File: config.mk
export PLATFORM = sky130hd
export DESIGN_NAME = min_index_codec
export DESIGN_NICKNAME = d
export VERILOG_FILES = /design/src/rtl/min_codec_pkg.sv /design/src/rtl/lsb_priority_encoder.sv /design/src/rtl/min_index_codec.sv
export SDC_FILE = /design/constraint.sdc
export NUM_CORES = 1
export LEC_CHECK = 0
export CAP_MARGIN = 10
export CORE_AREA = 2 2 39 41
export DETAILED_ROUTE_END_ITERATION = 6
export DIE_AREA = 0 0 41 43
export GPL_ROUTABILITY_DRIVEN = 0
export PLACE_DENSITY = 0.65
export SLEW_MARGIN = 15
export SYNTH_ARGS = -nofsm -noshare
export SYNTH_HDL_FRONTEND = slang
export SYNTH_SLANG_ARGS = --single-unit
File: constraint.sdc
create_clock -name clk -period 1.18 [get_ports clk]
set_input_delay 0.236 -clock clk [delete_from_list [all_inputs] [get_ports clk]]
set_output_delay 0.236 -clock clk [all_outputs]
set_load 0.05 [all_outputs]
File: src/rtl/min_codec_pkg.sv
// Shared types and helpers for the lowest-set-bit encoder / one-hot decoder pair.
package min_codec_pkg;

   // Default index width; the vector width is always 2**N.
   localparam int DefaultN = 3;
   localparam int DefaultW = 1 << DefaultN;

   typedef logic [DefaultN-1:0] index_t;
   typedef logic [DefaultW-1:0] vec_t;

   // Smallest r such that 2**r >= value; exact log2 for powers of two.
   function automatic int unsigned ceilLog2(input longint unsigned value);
      int unsigned result;
      result = 0;
      while ((64'd1 << result) < value) begin
         result++;
      end
      return result;
   endfunction

endpackage

File: src/rtl/lsb_priority_encoder.sv
// Combinational lowest-set-bit priority encoder: bit 0 wins, all-zero flags none.
module lsb_priority_encoder
   import min_codec_pkg::*;
#(
   parameter int N = DefaultN,
   localparam int W = 1 << N
) (
   input  logic [W-1:0] vec,
   output logic [N-1:0] idx,
   output logic         none
);

   // Scan from the top bit down so the lowest set bit is the last one to write idx.
   always_comb begin
      idx  = '0;
      none = 1'b1;
      for (int i = W - 1; i >= 0; i--) begin
         if (vec[i]) begin
            idx  = N'(i);
            none = 1'b0;
         end
      end
   end

endmodule

File: src/rtl/min_index_codec.sv
// Registered "minimum" encoder and its inverse one-hot decoder, one cycle of latency.
module min_index_codec
   import min_codec_pkg::*;
#(
   parameter int N = DefaultN,
   localparam int W = 1 << N
) (
   input  logic         clk,
   input  logic         reset,
   input  logic [W-1:0] enc_in,
   output logic [N-1:0] enc_out,
   output logic         enc_none,
   input  logic [N-1:0] dec_in,
   output logic [W-1:0] dec_out
);

   logic [N-1:0] encOut_d;
   logic [N-1:0] encOut_q;
   logic         encNone_d;
   logic         encNone_q;
   logic [W-1:0] decOut_d;
   logic [W-1:0] decOut_q;

   lsb_priority_encoder #(
      .N(N)
   ) uEncoder (
      .vec (enc_in),
      .idx (encOut_d),
      .none(encNone_d)
   );

   // Every N-bit index is in range, so the decode is a plain shift.
   assign decOut_d = W'(1) << dec_in;

   // Output registers for both independent paths; reset forces the idle values.
   always_ff @(posedge clk) begin
      if (reset) begin
         encOut_q  <= '0;
         encNone_q <= 1'b1;
         decOut_q  <= '0;
      end else begin
         encOut_q  <= encOut_d;
         encNone_q <= encNone_d;
         decOut_q  <= decOut_d;
      end
   end

   assign enc_out  = encOut_q;
   assign enc_none = encNone_q;
   assign dec_out  = decOut_q;

endmodule

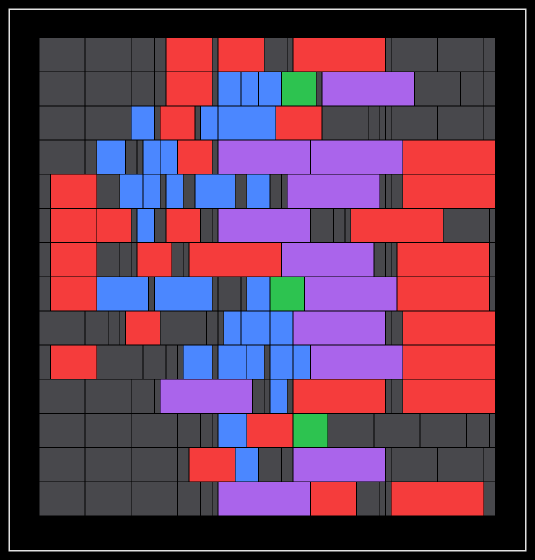
*Placed cells, one colour a class*
Fill, decap, tap and diode cells in grey.
- remaining buffers and delay cells: red (cells 30; share of their area 49%)
- registers: purple (cells 12; share of their area 29%)
- clock-net drivers: green (cells 3; share of their area 2.7%)
- remaining logic cells: blue (cells 29; share of their area 20%)
CORE AREA: 0.00138 mm^2
sequential cell area share: 28.2%

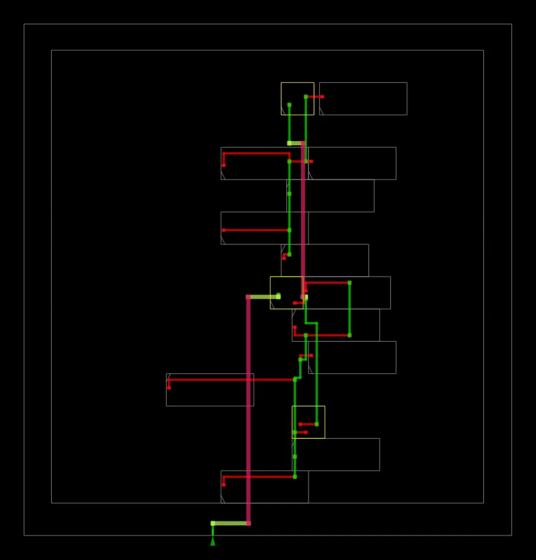
*Clock wiring as the flow saved it*
clock sink count: 12
TritonCTS Buffers: 3
clk pwr: 238 uW
FF+latch count: 12

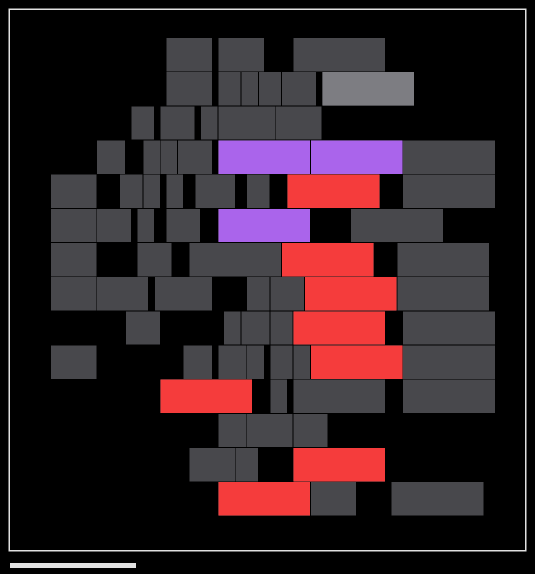
*Sequential cells grouped by signal name*
Bar = 10 um. Other sequential cells in the stronger grey, the rest of the logic in the fainter grey.
- `dec_out`: red (sequential cells 8)
- `enc_out`: purple (sequential cells 3)
FF+latch area: 240 um^2
final core occ: 61.5%
sequential cell power: 429 uW

==> GITHUB_STEP_SUMMARY <==
## Implementation flow summary

| Metric | Value |
|---|---|
| Power Total | about 870 uW |
| Log Warnings | 26 |
| Met1 Use GR | 14.5% |
| YS chip area | 408 um^2 |
| Cycle use final | 91.9% |
| Die Ht | about 43 um |
| Final setup viols | 0 |
| Ys async rst share | 0% |
| Logic area | approximately 160 um^2 |
| N_diodes | 0 |
| Crit path to | enc_out[2]$_SDFF_PP0_ |
| Buffers on Ports | 24 |
| Logic share of the area | between 10% and 20% |
| Outcome | complete, no violations |
| Design area | 851 um^2 |
| Die Size | roughly 0.0018 mm^2 |
| Worst hold slack | 0.609 ns |
| Floorplan utilization | 29.5% |
| Synth top area cells | dfxtp_1 (59%), nor2_1 (7.4%), nor3_1 (4.9%) |
| Simple-Gate Area Share | between 20% and 30% |
| Slew @ Worst Pin | between 0.2 and 0.3 ns |
| Die width | between 40 and 50 um |
| Total global routing overflow | 0 |
| Max cap viols | 0 |
| First-pass GRT wire length | 1420 um |
| Yosys xor share | 0% |
| Synth flops | 12 |
| Clk buf depth | 2 |
| Buffering overhead | between 40 and 50% |
| Post-Synthesis Cells | roughly 42 |
| H-tree levels | 1 |
| Worst Setup SP | enc_in[6] |
| TritonCTS clock tree | yes |
| Post-Route Setup TNS | 0 ns |
| Gr busiest metal | met2 |
| Rows | 14 |
| Worst-path maximum fanout | 3 |
| Cell Type Count | 14 |
| Clk pin slew, worst setup/hold paths | roughly 0.07 ns |
| Endpoint, Worst Hold | dec_out[4]$_SDFF_PP0_ |
| Post-route insts no fill | 90 |
| Num ports | 25 |
| Worst EP required | 1.33 ns |
| Crit path launch type | input pin |
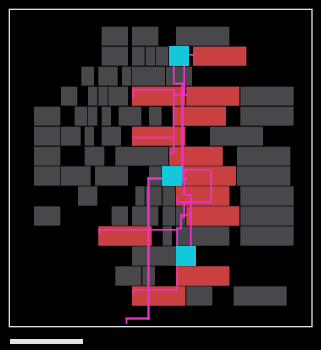
*Clock network drawn from the DEF*
Bar = 10 um.
- clock wires: magenta (length 134 um)
- clock-net drivers: cyan (count 3)
- flip-flops: red (count 12)
- routed clock nets: 4
Clk pwr share: 27.5%

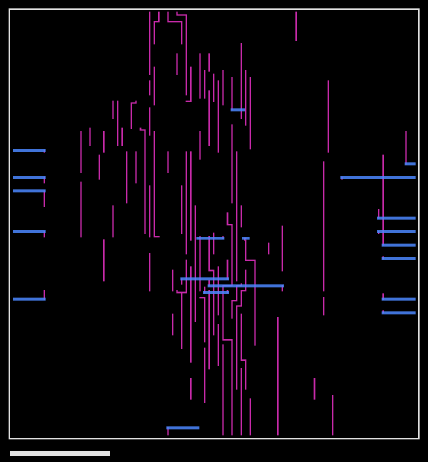
*Routed metal, one colour a layer*
Bar = 10 um. Only two layers are drawn.
- M2: magenta (wire length 445 um)
- M3: blue (wire length 63.8 um)
wirelength, routed: 885 um
via count: 422
drt wl/cell: 9.83 um
total track usage: 12.5%

[flip-flops by register name, indices dropped and copies added (netlist names)]
signal,cells
dec_out,8
enc_out,3
enc_none,1
[per-layer routing]
| metal | vias to the layer above | part of all wire (%) |
|---|---|---|
| met5 | - | 0 |
| met1 | 184 | 39 |
| met3 | 4 | 7.1 |
| met4 | 0 | 3.5 |
| li1 | 211 | - |
| met2 | 23 | 50 |
[where the power goes]
part	internal, uW	leakage (uW)	switching (uW)
clock network	118	0.0000138	121
registers	418	0.0000981	10.4
logic	110	0.000227	90.6
[worst max-delay path, cell delays in order]
cell and delay (ns):
clkdlybuf4s50_1 0.45, nor4_2 0.35, buf_4 0.17, nor4_2 0.03
[cell families after synthesis]
family / after synthesis
and+or+nand+nor: 22
DFF: 12
AOI/OAI and AO/OA: 6
buffers and inverters: 2
Power is estimated from default activity; no workload was simulated.
